[config.mk]
export PLATFORM = sky130hd
export DESIGN_NAME = fetch_unit
export DESIGN_NICKNAME = d
export VERILOG_FILES = /design/src/rtl/rv32i_pkg.sv /design/src/rtl/fetch_queue.sv /design/src/rtl/fetch_unit.sv
export SDC_FILE = /design/constraint.sdc
export NUM_CORES = 1
export LEC_CHECK = 0
export CORE_ASPECT_RATIO = 1.5
export CORE_MARGIN = 5
export CORE_UTILIZATION = 30
export DETAILED_ROUTE_END_ITERATION = 10
export GPL_TIMING_DRIVEN = 1
export MAX_ROUTING_LAYER = met4
export PLACE_DENSITY = 0.58
export SYNTH_ARGS = -nofsm -noshare
export SYNTH_HDL_FRONTEND = slang
export SYNTH_SLANG_ARGS = --single-unit
[constraint.sdc]
create_clock -name clk -period 4.3 [get_ports clk]
set_input_delay 0.43 -clock clk [delete_from_list [all_inputs] [get_ports clk]]
set_output_delay 0.43 -clock clk [all_outputs]
set_load 0.005 [all_outputs]
[src/rtl/rv32i_pkg.sv]
// rtl/rv32i_pkg.sv - shared RV32I pipeline types and constants
// Purpose: types shared across pipeline stages.
//   RESET_PC_DEFAULT : PC of the first fetch after reset
//   fetch_entry_t    : {pc, instr} pair handed from fetch to decode
package rv32i_pkg;

  localparam logic [31:0] RESET_PC_DEFAULT = 32'h0000_0000;

  typedef struct packed {
    logic [31:0] pc;
    logic [31:0] instr;
  } fetch_entry_t;

endpackage

[src/rtl/fetch_queue.sv]
// rtl/fetch_queue.sv - synchronous FIFO of fetch entries with flush
// Purpose: in-order buffer between instruction memory responses and decode.
// Ports:
//   clk, rst      : clock, synchronous active-high reset
//   i_push        : write i_push_data at the tail
//   i_pop         : drop the head entry
//   i_flush       : empty the queue; overrides push in the same cycle
//   o_head        : head entry (valid when !o_empty), straight from storage
//   o_count       : number of stored entries
//   o_full/o_empty: occupancy flags
module fetch_queue
  import rv32i_pkg::*;
#(
  parameter int DEPTH = 2,
  localparam int AW = $clog2(DEPTH),
  localparam int CW = $clog2(DEPTH + 1)
) (
  input  logic          clk,
  input  logic          rst,
  input  logic          i_push,
  input  fetch_entry_t  i_push_data,
  input  logic          i_pop,
  input  logic          i_flush,
  output fetch_entry_t  o_head,
  output logic [CW-1:0] o_count,
  output logic          o_full,
  output logic          o_empty
);

  fetch_entry_t  r_mem [DEPTH];
  logic [AW-1:0] r_wr_ptr;
  logic [AW-1:0] r_rd_ptr;
  logic [CW-1:0] r_count;
  logic          w_do_push;
  logic          w_do_pop;

  assign o_full    = (r_count == CW'(DEPTH));
  assign o_empty   = (r_count == '0);
  assign o_count   = r_count;
  assign o_head    = r_mem[r_rd_ptr];
  assign w_do_pop  = i_pop && !o_empty;
  assign w_do_push = i_push && (!o_full || w_do_pop);

  // DEPTH is a power of two, so the pointers wrap on their own.
  always_ff @(posedge clk) begin
    if (rst || i_flush) begin
      r_wr_ptr <= '0;
      r_rd_ptr <= '0;
      r_count  <= '0;
    end else begin
      if (w_do_push) r_wr_ptr <= r_wr_ptr + AW'(1);
      if (w_do_pop)  r_rd_ptr <= r_rd_ptr + AW'(1);
      case ({w_do_push, w_do_pop})
        2'b10:   r_count <= r_count + CW'(1);
        2'b01:   r_count <= r_count - CW'(1);
        default: r_count <= r_count;
      endcase
    end
  end

  always_ff @(posedge clk) begin
    if (w_do_push) r_mem[r_wr_ptr] <= i_push_data;
  end

endmodule

[src/rtl/fetch_unit.sv]
// rtl/fetch_unit.sv - RV32I instruction-fetch stage
// Purpose: owns the PC, issues word fetches under a credit limit, buffers
// in-order responses, applies redirects (dropping wrong-path responses) and
// stops fetching after a halt until redirected.
// Ports:
//   clk, rst                              : clock, synchronous active-high reset
//   imem_req_valid/ready, imem_req_addr   : fetch request channel
//   imem_rsp_valid, imem_rsp_data         : in-order responses, no back-pressure
//   redirect_valid, redirect_pc           : flush and restart fetch
//   halt                                  : stop issuing new requests
//   if_valid/ready, if_instr, if_pc, if_pc4 : instruction to decode
module fetch_unit
  import rv32i_pkg::*;
#(
  parameter logic [31:0] RESET_PC = RESET_PC_DEFAULT,
  parameter int          QDEPTH   = 2
) (
  input  logic        clk,
  input  logic        rst,
  output logic        imem_req_valid,
  input  logic        imem_req_ready,
  output logic [31:0] imem_req_addr,
  input  logic        imem_rsp_valid,
  input  logic [31:0] imem_rsp_data,
  input  logic        redirect_valid,
  input  logic [31:0] redirect_pc,
  input  logic        halt,
  output logic        if_valid,
  input  logic        if_ready,
  output logic [31:0] if_instr,
  output logic [31:0] if_pc,
  output logic [31:0] if_pc4
);

  localparam int            CW       = $clog2(QDEPTH + 1);
  localparam logic [CW:0]   L_QDEPTH = (CW + 1)'(QDEPTH);

  logic [31:0]   r_pc;       // next sequential fetch address
  logic [31:0]   r_rsp_pc;   // fetch address of the next kept response
  logic [CW-1:0] r_inflight;
  logic [CW-1:0] r_drop;
  logic          r_halted;

  logic [31:0]   w_redirect_pc;
  logic          w_req_fire;
  logic          w_pop;
  logic          w_rsp_drop;
  logic          w_push;
  logic [CW:0]   w_credit_used;
  logic [CW-1:0] w_q_count;
  logic          w_q_full;
  logic          w_q_empty;
  fetch_entry_t  w_head;
  fetch_entry_t  w_push_entry;

  assign w_redirect_pc = {redirect_pc[31:2], 2'b00};
  assign w_pop         = if_valid && if_ready;

  // Every in-flight request owns a queue slot, so a pop this cycle frees one.
  assign w_credit_used = {1'b0, r_inflight} + {1'b0, w_q_count} - {{CW{1'b0}}, w_pop};

  // A full queue that is not draining has no room regardless of inflight.
  assign imem_req_valid = !rst && !r_halted && (w_credit_used < L_QDEPTH)
                          && (!w_q_full || w_pop);
  assign imem_req_addr  = redirect_valid ? w_redirect_pc : r_pc;
  assign w_req_fire     = imem_req_valid && imem_req_ready;

  // A response in the redirect cycle belongs to the old stream.
  assign w_rsp_drop   = redirect_valid || (r_drop != '0);
  assign w_push       = imem_rsp_valid && !w_rsp_drop;
  assign w_push_entry = '{pc: r_rsp_pc, instr: imem_rsp_data};

  always_ff @(posedge clk) begin
    if (rst) begin
      r_pc       <= RESET_PC;
      r_rsp_pc   <= RESET_PC;
      r_inflight <= '0;
      r_drop     <= '0;
      r_halted   <= 1'b0;
    end else begin
      r_inflight <= r_inflight + CW'(w_req_fire) - CW'(imem_rsp_valid);

      // Everything still outstanding after this cycle's response is wrong-path;
      // a request accepted in the redirect cycle is already on the new path.
      if (redirect_valid)
        r_drop <= r_inflight - CW'(imem_rsp_valid);
      else if (imem_rsp_valid && (r_drop != '0))
        r_drop <= r_drop - CW'(1);

      if (w_req_fire)
        r_pc <= imem_req_addr + 32'd4;
      else if (redirect_valid)
        r_pc <= w_redirect_pc;

      // Kept responses are sequential from the last redirect target.
      if (redirect_valid)
        r_rsp_pc <= w_redirect_pc;
      else if (w_push)
        r_rsp_pc <= r_rsp_pc + 32'd4;

      if (redirect_valid)
        r_halted <= 1'b0;
      else if (halt)
        r_halted <= 1'b1;
    end
  end

  fetch_queue #(
    .DEPTH(QDEPTH)
  ) u_queue (
    .clk        (clk),
    .rst        (rst),
    .i_push     (w_push),
    .i_push_data(w_push_entry),
    .i_pop      (w_pop),
    .i_flush    (redirect_valid),
    .o_head     (w_head),
    .o_count    (w_q_count),
    .o_full     (w_q_full),
    .o_empty    (w_q_empty)
  );

  assign if_valid = !w_q_empty;
  assign if_instr = w_head.instr;
  assign if_pc    = w_head.pc;
  assign if_pc4   = w_head.pc + 32'd4;

endmodule

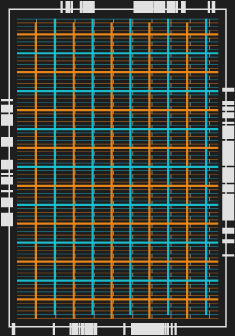
(images/power_grid.png)
Pins as bars on the die edge. Tap cells in grey.
legend:
  VDD:
    colour: cyan
  VSS:
    colour: orange
tap cells: 405
signal pins: 201
width of the die: 155 um
floorplan die height: 227 um
worst vdd rail ir drop: 256 uV

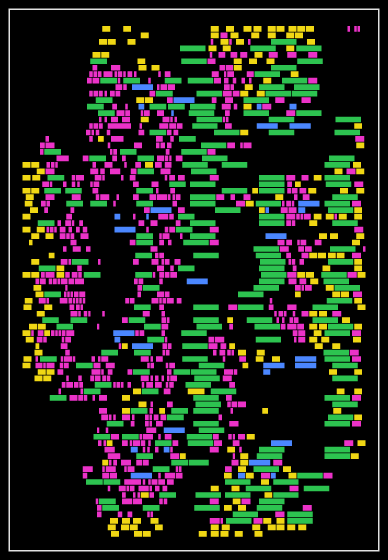
(images/placement_by_type.png)
legend:
  clock drivers and dummy loads:
    colour: blue
    cells: 32
  sequential cells:
    colour: green
    cells: 196
  remaining buffers and delay cells:
    colour: yellow
    cells: 211
  combinational and other logic:
    colour: magenta
    cells: 591
Layout Utilization: 39.8%
sequential fraction of total cell area: 41.8%
CORE AREA: 31000 um^2
Row Count: 79

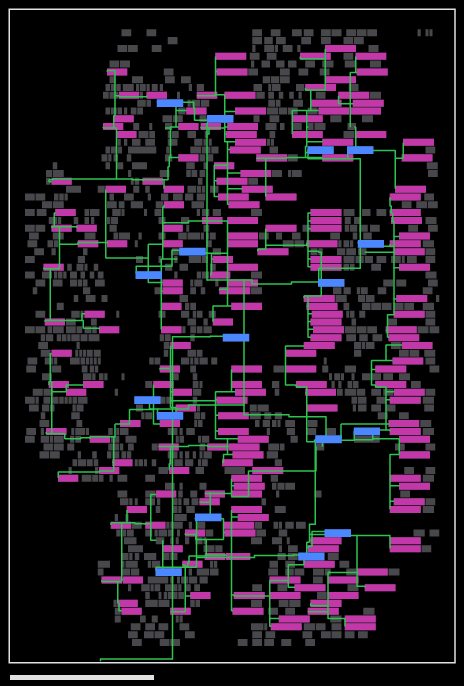
(images/clk_routes.png)
Bar = 50 um.
legend:
  clock drivers:
    colour: blue
    count: 17
  clock wires:
    colour: green
    length: 2500 um
  flip-flops:
    colour: magenta
    count: 196
routed clock nets: 18
worst-case clock skew: 0.00819 ns
power of the clock network: 1.50 mW

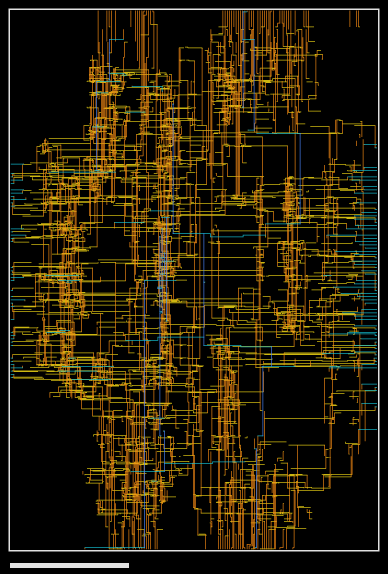
(images/wires.png)
Bar = 50 um.
legend:
  metal 3:
    colour: cyan
    wire_length: 1040 um
  metal 1:
    colour: yellow
    wire_length: 9990 um
  metal 2:
    colour: orange
    wire_length: 12600 um
  metal 4:
    colour: blue
    wire_length: 651 um
vias after detailed routing: 6887
Overall Global Routing Usage: 14.1%
WL final: 24300 um
average wire length per cell after detail routing: 16.9 um

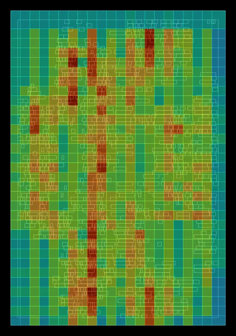
(images/congestion.png)
most crowded layer after global routing: met2
met1 track utilization from global routing: 15.7%
met3 capacity usage during global routing: 2.90%
Global Route met2 Usage: 24.6%

[per-stage QoR]
stage               setup WS [ns]  instance area (um^2)  instances
global route                0.206                 12400       1435
global placement            0.832                 11800       1403
floorplan                   0.673                  9420        822
finish                      0.561                 12400       1435
CTS                         0.429                 12400       1435
detailed placement          0.831                 11800       1403
[power by group through the flow]
stage	logic, mW	registers [mW]	clock network, mW
after floorplan	0.358	2.19	0
after global placement	0.695	2.21	0
after detailed placement	0.700	2.21	0
after CTS	0.705	2.17	1.57
after global routing	0.762	2.18	1.63
final	0.691	2.17	1.50
[how the worst max path moves through the flow]
stage / from / endpoint / slack, ns / depth (start not counted)
2_1_floorplan: redirect_valid / u_queue.r_mem[0][0] / 0.67 / 8
3_3_place_gp: if_ready / r_pc[28] / 0.83 / 11
3_5_place_dp: if_ready / r_pc[30] / 0.83 / 11
4_1_cts: flip-flop / if_pc4[27] / 0.43 / 8
5_1_grt: flip-flop / if_pc4[27] / 0.21 / 8
6_report: flip-flop / if_pc4[27] / 0.56 / 8
[sequential cells by signal (all words and copies together), names as in the netlist, named ones only]
name,flops
r_drop,2
r_halted,1
r_inflight,2
r_pc,32
r_rsp_pc,30
u_queue.o_count,2
u_queue.r_mem,124
u_queue.r_rd_ptr,1
u_queue.r_wr_ptr,1
[layer usage]
layer  part of all wire, %  vias up  global-route usage, %
met5                     0        -                      -
met4                   2.7        0                   5.67
met3                   4.3       43                   2.90
met2                    52      190                   24.6
met1                    41     3254                   15.7
li1                      -     3400                      -
[final cells by class]
cell class	count	area, um^2	area share [%]
Clock buffer	20	458	3.71
Clock inverter	12	91.3	0.739
Inverter	41	154	1.25
Multi-Input combinational cell	550	3910	31.6
Sequential cell	196	5170	41.8
Tap cell	405	507	4.10
Timing Repair Buffer	211	2070	16.8
==> impl_metrics.env <==
# physical design summary
export IMPL_initialDrtViolationCount=253
export IMPL_cp_slowest_cell="dfxtp_4"
export IMPL_seqPwrFrac_pct=49.8
export IMPL_setup_repair_after_global_routing_missed_its_margin="false"
export IMPL_power_total_mw=4.36
export IMPL_insertedDiodeCount=0
export IMPL_post_route_cells_drive_above_1_share_pct=12.5
export IMPL_slew_limit_headroom_pct=33.3
export IMPL_data_arrival_critical_path_ns=3.31
export IMPL_cp_common_cell="buf_4"
export IMPL_via_count_of_the_first_global_routing_pass=6802
export IMPL_worst_ep_required_time_ns=3.87
export IMPL_viasPerCell=4.80
export IMPL_top_area_cell="edfxtp_1"
export IMPL_fmax_mhz=267
export IMPL_critical_path_max_stage_delay_ns=0.58
export IMPL_total_leakage_power_nw=4.25
export IMPL_fin_crit_sh_pct=87.0
export IMPL_hp_start="r_rsp_pc[18]"
export IMPL_post_synth_num_cell_types=63
export IMPL_syn_area_per_cell_um2=11.5
export IMPL_holdBufCountCts=0
export IMPL_clock_buffer_count_from_cts=17
export IMPL_yosys_stat_cells=819
export IMPL_syn_inst=819
export IMPL_outcome="complete, no violations"
export IMPL_synth_ff_latch_count=196
export IMPL_syn_to_final_growth_pct=31.3
export IMPL_number_of_clock_sinks=196
export IMPL_post_synth_fa_ha_maj_area_fraction_pct=1.54
export IMPL_totalNegativeSetupSlack_ns=0
export IMPL_async_reset_ff_share_pct=0
export IMPL_filler_cell_count_in_the_final_layout=3048
export IMPL_timing_rr_end="r_pc[30]"
export IMPL_design_final_nets=1099
export IMPL_clk_transition_reported_paths_ns=0.07
export IMPL_post_cts_resized_instances=0
export IMPL_tritoncts="done"
export IMPL_design_portCount=201
export IMPL_synth_top_cell_by_count="edfxtp_1"
export IMPL_cp_cell_sequence="buf_4 -> mux2i_1 -> a21oi_1 -> nand4_1 -> buf_4 -> a2111oi_0 -> xnor2_1 -> clkdlybuf4s50_1"
export IMPL_timing_final_setup_violations=0
export IMPL_hold_viol_final=0
export IMPL_timing_final_max_slew_violations=0
export IMPL_hpwl_um=18300
export IMPL_drt_pass1_iter_count=6
export IMPL_source_to_sink_clock_delay_at_the_later_pin_of_the_worst_skew_pair_ns=0.45
export IMPL_holdPathEnd="u_queue.r_mem[0][50]"
export IMPL_ys_area_um2=9410
export IMPL_timing_setup_critical_path_class="reg2out"
export IMPL_most_frequent_logic_cell_in_the_layout="clkdlybuf4s50_1"
export IMPL_clock_tree_buffer_depth=2
export IMPL_yosys_area_share_xor_xnor_pct=6.80
export IMPL_drt_antenna_violating_nets=0
export IMPL_gp_congestion=0.767
export IMPL_io_buffers=194
export IMPL_power_per_cell_area_nw_per_um2=353
export IMPL_post_synth_instance_area_um2=9410
export IMPL_enable_flop_cells=124
export IMPL_setup_worst_path_start_class="flip-flop"
export IMPL_postSynth_topFlopCell="edfxtp_1"
export IMPL_slack_of_the_worst_reg_to_reg_path_ns=1.20
export IMPL_ys_sh_simple_pct=16.3
export IMPL_clkPwrFrac_pct=34.4
export IMPL_path_buffers=3
export IMPL_cts_root_buf="clkbuf_16"
export IMPL_yosys_dominant_comb_family="simple AND/OR/NAND/NOR gates"
export IMPL_worstMarginPinSlew_ns=1.00
export IMPL_initial_utilization_pct=30.3
export IMPL_synth_warning_count=0
export IMPL_remaining_drc_errors=0
export IMPL_grt_start_max_net_pins=63
export IMPL_reg2reg_from="u_queue.o_count[0]"
export IMPL_netlist_top_cells_area="edfxtp_1 (40%), dfxtp_1 (15%), mux2_2 (7.4%), xnor2_1 (4.1%), xor2_1 (2.7%)"
export IMPL_min_path_type="reg2reg"
export IMPL_rr_worst_depth=12
export IMPL_cts_setup_buffers=0
export IMPL_dieArea_um2=35100
export IMPL_crit_path_end_kind="output pin"
Power and IR drop assume default switching activity.
